Fig. 1: cell sizes after repair
Scale: 10 px per micron.
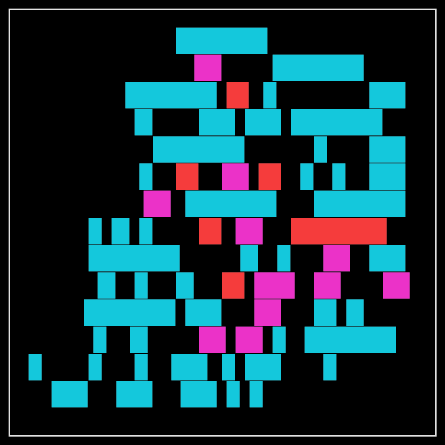
Fig. 2: placement view
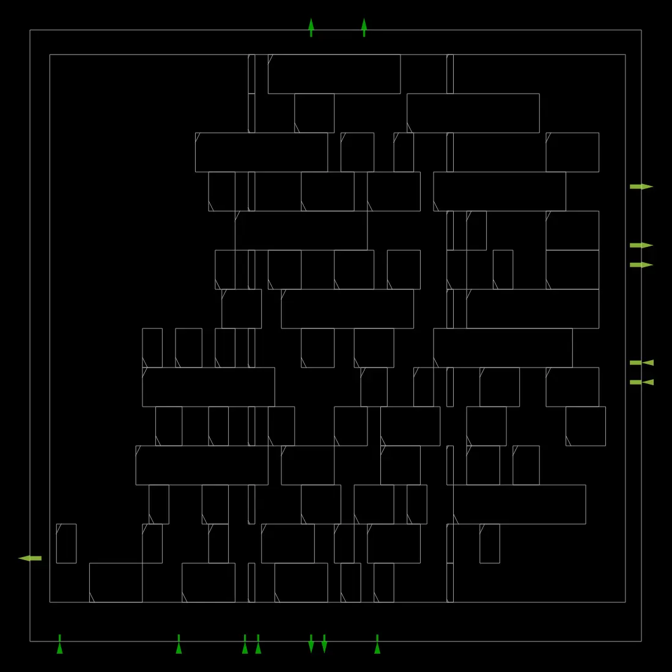
Fig. 3: gate-type map
Scale: 10 px per micron.
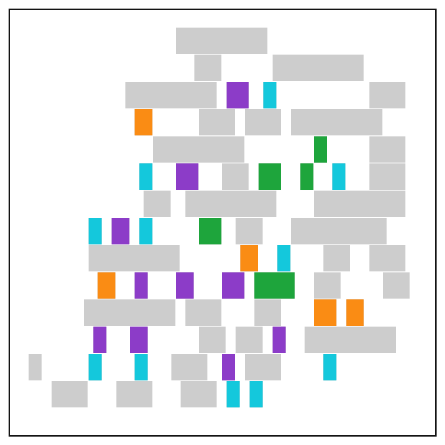
$ cat src/rtl/sr_ff_arb.sv
// rtl/sr_ff_arb.sv - two-requester round-robin arbiter/sequencer for one shared sr_ff flag
// Optional read-back verify with retry: define SR_ARB_VERIFY_EN to compile it in.
module sr_ff_arb #(
    parameter int unsigned MAX_RETRY = 3
) (
    input  logic clk,
    input  logic n_rst,
    input  logic req_a,
    input  logic req_b,
    input  logic op_a,
    input  logic op_b,
    output logic ack_a,
    output logic ack_b,
    output logic gnt_a,
    output logic gnt_b,
    output logic busy,
    output logic err,
    output logic din_s,
    output logic din_r,
    input  logic dout_q
);

    typedef enum logic [1:0] {
        ST_IDLE  = 2'd0,
        ST_DRIVE = 2'd1,
        ST_CHECK = 2'd2,
        ST_DONE  = 2'd3
    } state_t;

    state_t state_q, state_d;
    logic   ptr_q, ptr_d;      // 0 favours A, 1 favours B
    logic   sel_q, sel_d;      // granted requester: 0 = A, 1 = B
    logic   op_q, op_d;        // latched operation: 1 = set, 0 = clear
    logic   gnt_a_q, gnt_a_d;
    logic   gnt_b_q, gnt_b_d;
    logic   ack_a_q, ack_a_d;
    logic   ack_b_q, ack_b_d;
    logic   busy_q, busy_d;
    logic   din_s_q, din_s_d;
    logic   din_r_q, din_r_d;
    logic   pick_b;

`ifdef SR_ARB_VERIFY_EN
    localparam logic [3:0] MAX_RETRY_W = 4'(MAX_RETRY);
    logic [3:0] retry_q, retry_d;
    logic [3:0] retry_inc;
    logic       err_q, err_d;

    assign retry_inc = retry_q + 4'd1;
`else
    // Read-back and the retry limit have no meaning without verify.
    logic        unused_dout;
    int unsigned unused_max_retry;

    assign unused_dout      = dout_q;
    assign unused_max_retry = MAX_RETRY;
`endif

    // A wins when alone or when both request and the pointer favours A.
    assign pick_b = req_b & (~req_a | ptr_q);

    // Next-state, latched-request and registered-output computation.
    always_comb begin
        state_d = state_q;
        ptr_d   = ptr_q;
        sel_d   = sel_q;
        op_d    = op_q;
`ifdef SR_ARB_VERIFY_EN
        retry_d = retry_q;
        err_d   = err_q;
`endif
        case (state_q)
            ST_IDLE: begin
                if (req_a || req_b) begin
                    sel_d   = pick_b;
                    op_d    = pick_b ? op_b : op_a;
                    state_d = ST_DRIVE;
                end
            end
            ST_DRIVE: begin
`ifdef SR_ARB_VERIFY_EN
                state_d = ST_CHECK;
`else
                state_d = ST_DONE;
`endif
            end
`ifdef SR_ARB_VERIFY_EN
            ST_CHECK: begin
                if (dout_q == op_q) begin
                    state_d = ST_DONE;
                end else begin
                    retry_d = retry_inc;
                    if (retry_inc < MAX_RETRY_W) begin
                        state_d = ST_DRIVE;
                    end else begin
                        err_d   = 1'b1;
                        state_d = ST_DONE;
                    end
                end
            end
`endif
            ST_DONE: begin
                // Hand priority to the requester that was not just served.
                ptr_d   = ~sel_q;
`ifdef SR_ARB_VERIFY_EN
                retry_d = 4'd0;
`endif
                state_d = ST_IDLE;
            end
            default: begin
                state_d = ST_IDLE;
            end
        endcase

        // Outputs are registered, so derive them from the state being entered.
        busy_d  = (state_d != ST_IDLE);
        gnt_a_d = busy_d & ~sel_d;
        gnt_b_d = busy_d & sel_d;
        din_s_d = (state_d == ST_DRIVE) & op_d;
        din_r_d = (state_d == ST_DRIVE) & ~op_d;
        ack_a_d = (state_d == ST_DONE) & ~sel_d;
        ack_b_d = (state_d == ST_DONE) & sel_d;
    end

    // State, pointer and output registers; reset abandons any request in flight.
    always_ff @(posedge clk or negedge n_rst) begin
        if (!n_rst) begin
            state_q <= ST_IDLE;
            ptr_q   <= 1'b0;
            sel_q   <= 1'b0;
            op_q    <= 1'b0;
            gnt_a_q <= 1'b0;
            gnt_b_q <= 1'b0;
            ack_a_q <= 1'b0;
            ack_b_q <= 1'b0;
            busy_q  <= 1'b0;
            din_s_q <= 1'b0;
            din_r_q <= 1'b0;
        end else begin
            state_q <= state_d;
            ptr_q   <= ptr_d;
            sel_q   <= sel_d;
            op_q    <= op_d;
            gnt_a_q <= gnt_a_d;
            gnt_b_q <= gnt_b_d;
            ack_a_q <= ack_a_d;
            ack_b_q <= ack_b_d;
            busy_q  <= busy_d;
            din_s_q <= din_s_d;
            din_r_q <= din_r_d;
        end
    end

`ifdef SR_ARB_VERIFY_EN
    // Retry counter and sticky error flag.
    always_ff @(posedge clk or negedge n_rst) begin
        if (!n_rst) begin
            retry_q <= 4'd0;
            err_q   <= 1'b0;
        end else begin
            retry_q <= retry_d;
            err_q   <= err_d;
        end
    end

    assign err = err_q;
`else
    assign err = 1'b0;
`endif

    assign gnt_a = gnt_a_q;
    assign gnt_b = gnt_b_q;
    assign ack_a = ack_a_q;
    assign ack_b = ack_b_q;
    assign busy  = busy_q;
    assign din_s = din_s_q;
    assign din_r = din_r_q;

    // Driving set and reset together would leave the flag undefined.
    a_no_set_and_reset: assert property (@(posedge clk) disable iff (!n_rst) !(din_s_q && din_r_q));

endmodule
$ cat config.mk
export PLATFORM = sky130hd
export DESIGN_NAME = sr_ff_arb
export DESIGN_NICKNAME = d
export VERILOG_FILES = /design/src/rtl/sr_ff_arb.sv
export SDC_FILE = /design/constraint.sdc
export NUM_CORES = 1
export LEC_CHECK = 0
export ABC_AREA = 1
export CELL_PAD_IN_SITES_DETAIL_PLACEMENT = 1
export CELL_PAD_IN_SITES_GLOBAL_PLACEMENT = 2
export CORE_UTILIZATION = 26
export CTS_BUF_LIST = sky130_fd_sc_hd__clkbuf_4
export CTS_CLUSTER_SIZE = 20
export DETAILED_ROUTE_END_ITERATION = 10
export MAX_ROUTING_LAYER = met4
export PLACE_DENSITY = 0.75
export SLEW_MARGIN = 20
export SYNTH_ARGS = -nofsm -noshare
export SYNTH_HDL_FRONTEND = slang
export SYNTH_SLANG_ARGS = --single-unit
$ cat constraint.sdc
create_clock -name clk -period 1.2 [get_ports clk]
set_clock_uncertainty 0.15 [all_clocks]
set_input_delay 0.18 -clock clk [delete_from_list [all_inputs] [get_ports clk]]
set_output_delay 0.18 -clock clk [all_outputs]
set_load 0.005 [all_outputs]
==> run notes <==
fresh numbers from the pnr run: status finished, final reports clean, largest net degree at the start of global routing 12, standard cell with the maximum stage delay on the critical path sky130_fd_sc_hd__dfrtp_1, number of flops mapped to enable cells by yosys 0, Final Net Count 73, switching fraction of total power 33.5%, floorplan die area 1810 sq um, pwr/cell area 2350 nW/um^2, setup repair after global routing missed its margin no, DR top layer met4, routing layer with the top usage in global route met2, dominant class by area registers, Seq Cell Count 11, nature of the critical path endpoint primary output, count of inserted antenna diode cells 0, dpl cells 75, proportion of layout cells with a drive suffix above 1 26.2%, met2 layer usage reported by global route 20.3%, CP endpoint gnt_a, via count of the first global-routing pass 381, count of hold buffers inserted by post-cts repair 0, area of the multi-input gates 110 sq um, clock network power consumption 0.273 mW, flip-flop count of the largest register, all copies and words added 2, max frequency 861 MHz, Design Area, Final 643 sq um, clock tree buffer count of the final layout 4, clock transition time at the flip-flop clock pins of the worst setup and hold paths 0.07 ns, XOR/XNOR Fraction of Synth Area 0%, register bit count reported by yosys 11, overflow left after global routing 0, placeable core area 1520 sq um, CTS-repair resized insts 15, register with the most flip-flops state_q, Crit path depth 1, initial antenna violation count 0, Basic Gates by Area 17.0%, most common library cell in the layout ignoring fill and taps sky130_fd_sc_hd__inv_1, met2 WL post-DR 507 microns, wire length per cell 10.8 microns, met3 capacity usage during global routing 3.88%, vias after detailed routing 355, Hold Crit Class primary input to async pin, count of TritonRoute iterations in the first routing pass 2, Biggest consumer sequential cells, final RePlAce weighted congestion 0.678, input/output buffers 12, portion of the post-synthesis area used by sequential elements 64.5%, top cells by area in the synthesized netlist sky130_fd_sc_hd__dfrtp_1, sky130_fd_sc_hd__inv_1, sky130_fd_sc_hd__a21oi_1, sky130_fd_sc_hd__nand2_2, sky130_fd_sc_hd__nand3_1, Total Power Consumption 1.51 mW, floorplan-stage core utilization 28.0%, setup slack of the critical path after layout 0.0385 ns, number of clock buffers inserted by TritonCTS 3, first-pass GRT wire length 1550 microns, multi-input logic portion of the cell area 17.1%, number of max-cap violations 0, largest vdd supply drop 0.656 mV, met1 demand-to-capacity share in global routing 12.8%, number of setup buffers added after CTS 1, clock insertion delay at the later pin of the skew report 0.27 ns, final sum of negative setup slack 0 ns, chip area estimate from yosys synthesis 427 sq um, gate count after technology mapping 44, share of total power in sequential cells 41.7%, DR WL met3 35 microns, Worst Path Arrival 0.83 ns, min cycle time layout 1.16 ns, final-report hold violation count 0, LEAKAGE 0.346 nW, count of endpoints failing setup in the final report 0, number of well taps 16, count of tool warnings 28, overall routed net length 878 microns, kind of cell with the highest combined delay on the critical path flip-flops, clock share of power 18.0%, sw power 0.506 mW, Worst Path Class, Setup flip-flop to primary output, count of plain and timing-repair buffers 18, internal power summed over all cells 1.01 mW, Die Width 42.5 microns, AND-OR/OR-AND share of the synthesized area 6.16%, primary flip-flop cell chosen by synthesis mapping sky130_fd_sc_hd__dfrtp_1, CP Launch Point gnt_a, count of buffering cells on the critical path with inverters included 1, relative area of non-clock buffer cells in the final design 25.7%, count of instantiated cells in the yosys netlist 44, flop-to-flop setup slack 0.07 ns, area share of the largest cell type after synthesis 64.5%, kind of start point of the critical path flip-flop, post-route antenna net violation count 0
-- Fig. 1 (at the start) --
[drive 2] red | cells: 6 | most used: nand2_2
[drive 1 or less] cyan | cells: 48 | most used: inv_1
[drive 3 to 4] magenta | cells: 11 | most used: buf_4

-- Fig. 2 (at the start) --
final core occ: 42.2%
fraction of area in registers: 43.0%
Row Count: 14
number of cells in the finished layout apart from fillers: 81
tally of filler cells in the layout: 183

-- Fig. 3 (at the start) --
[NOR gates] green | cells: 5
[inverting AOI/OAI gates] orange | cells: 5 | most used: a21oi_1
[NAND gates] purple | cells: 10 | most used: nand2_1
[inverters] cyan | cells: 11 | most used: inv_1

Power figures rest on the tool's default switching activity, not on a simulated workload.
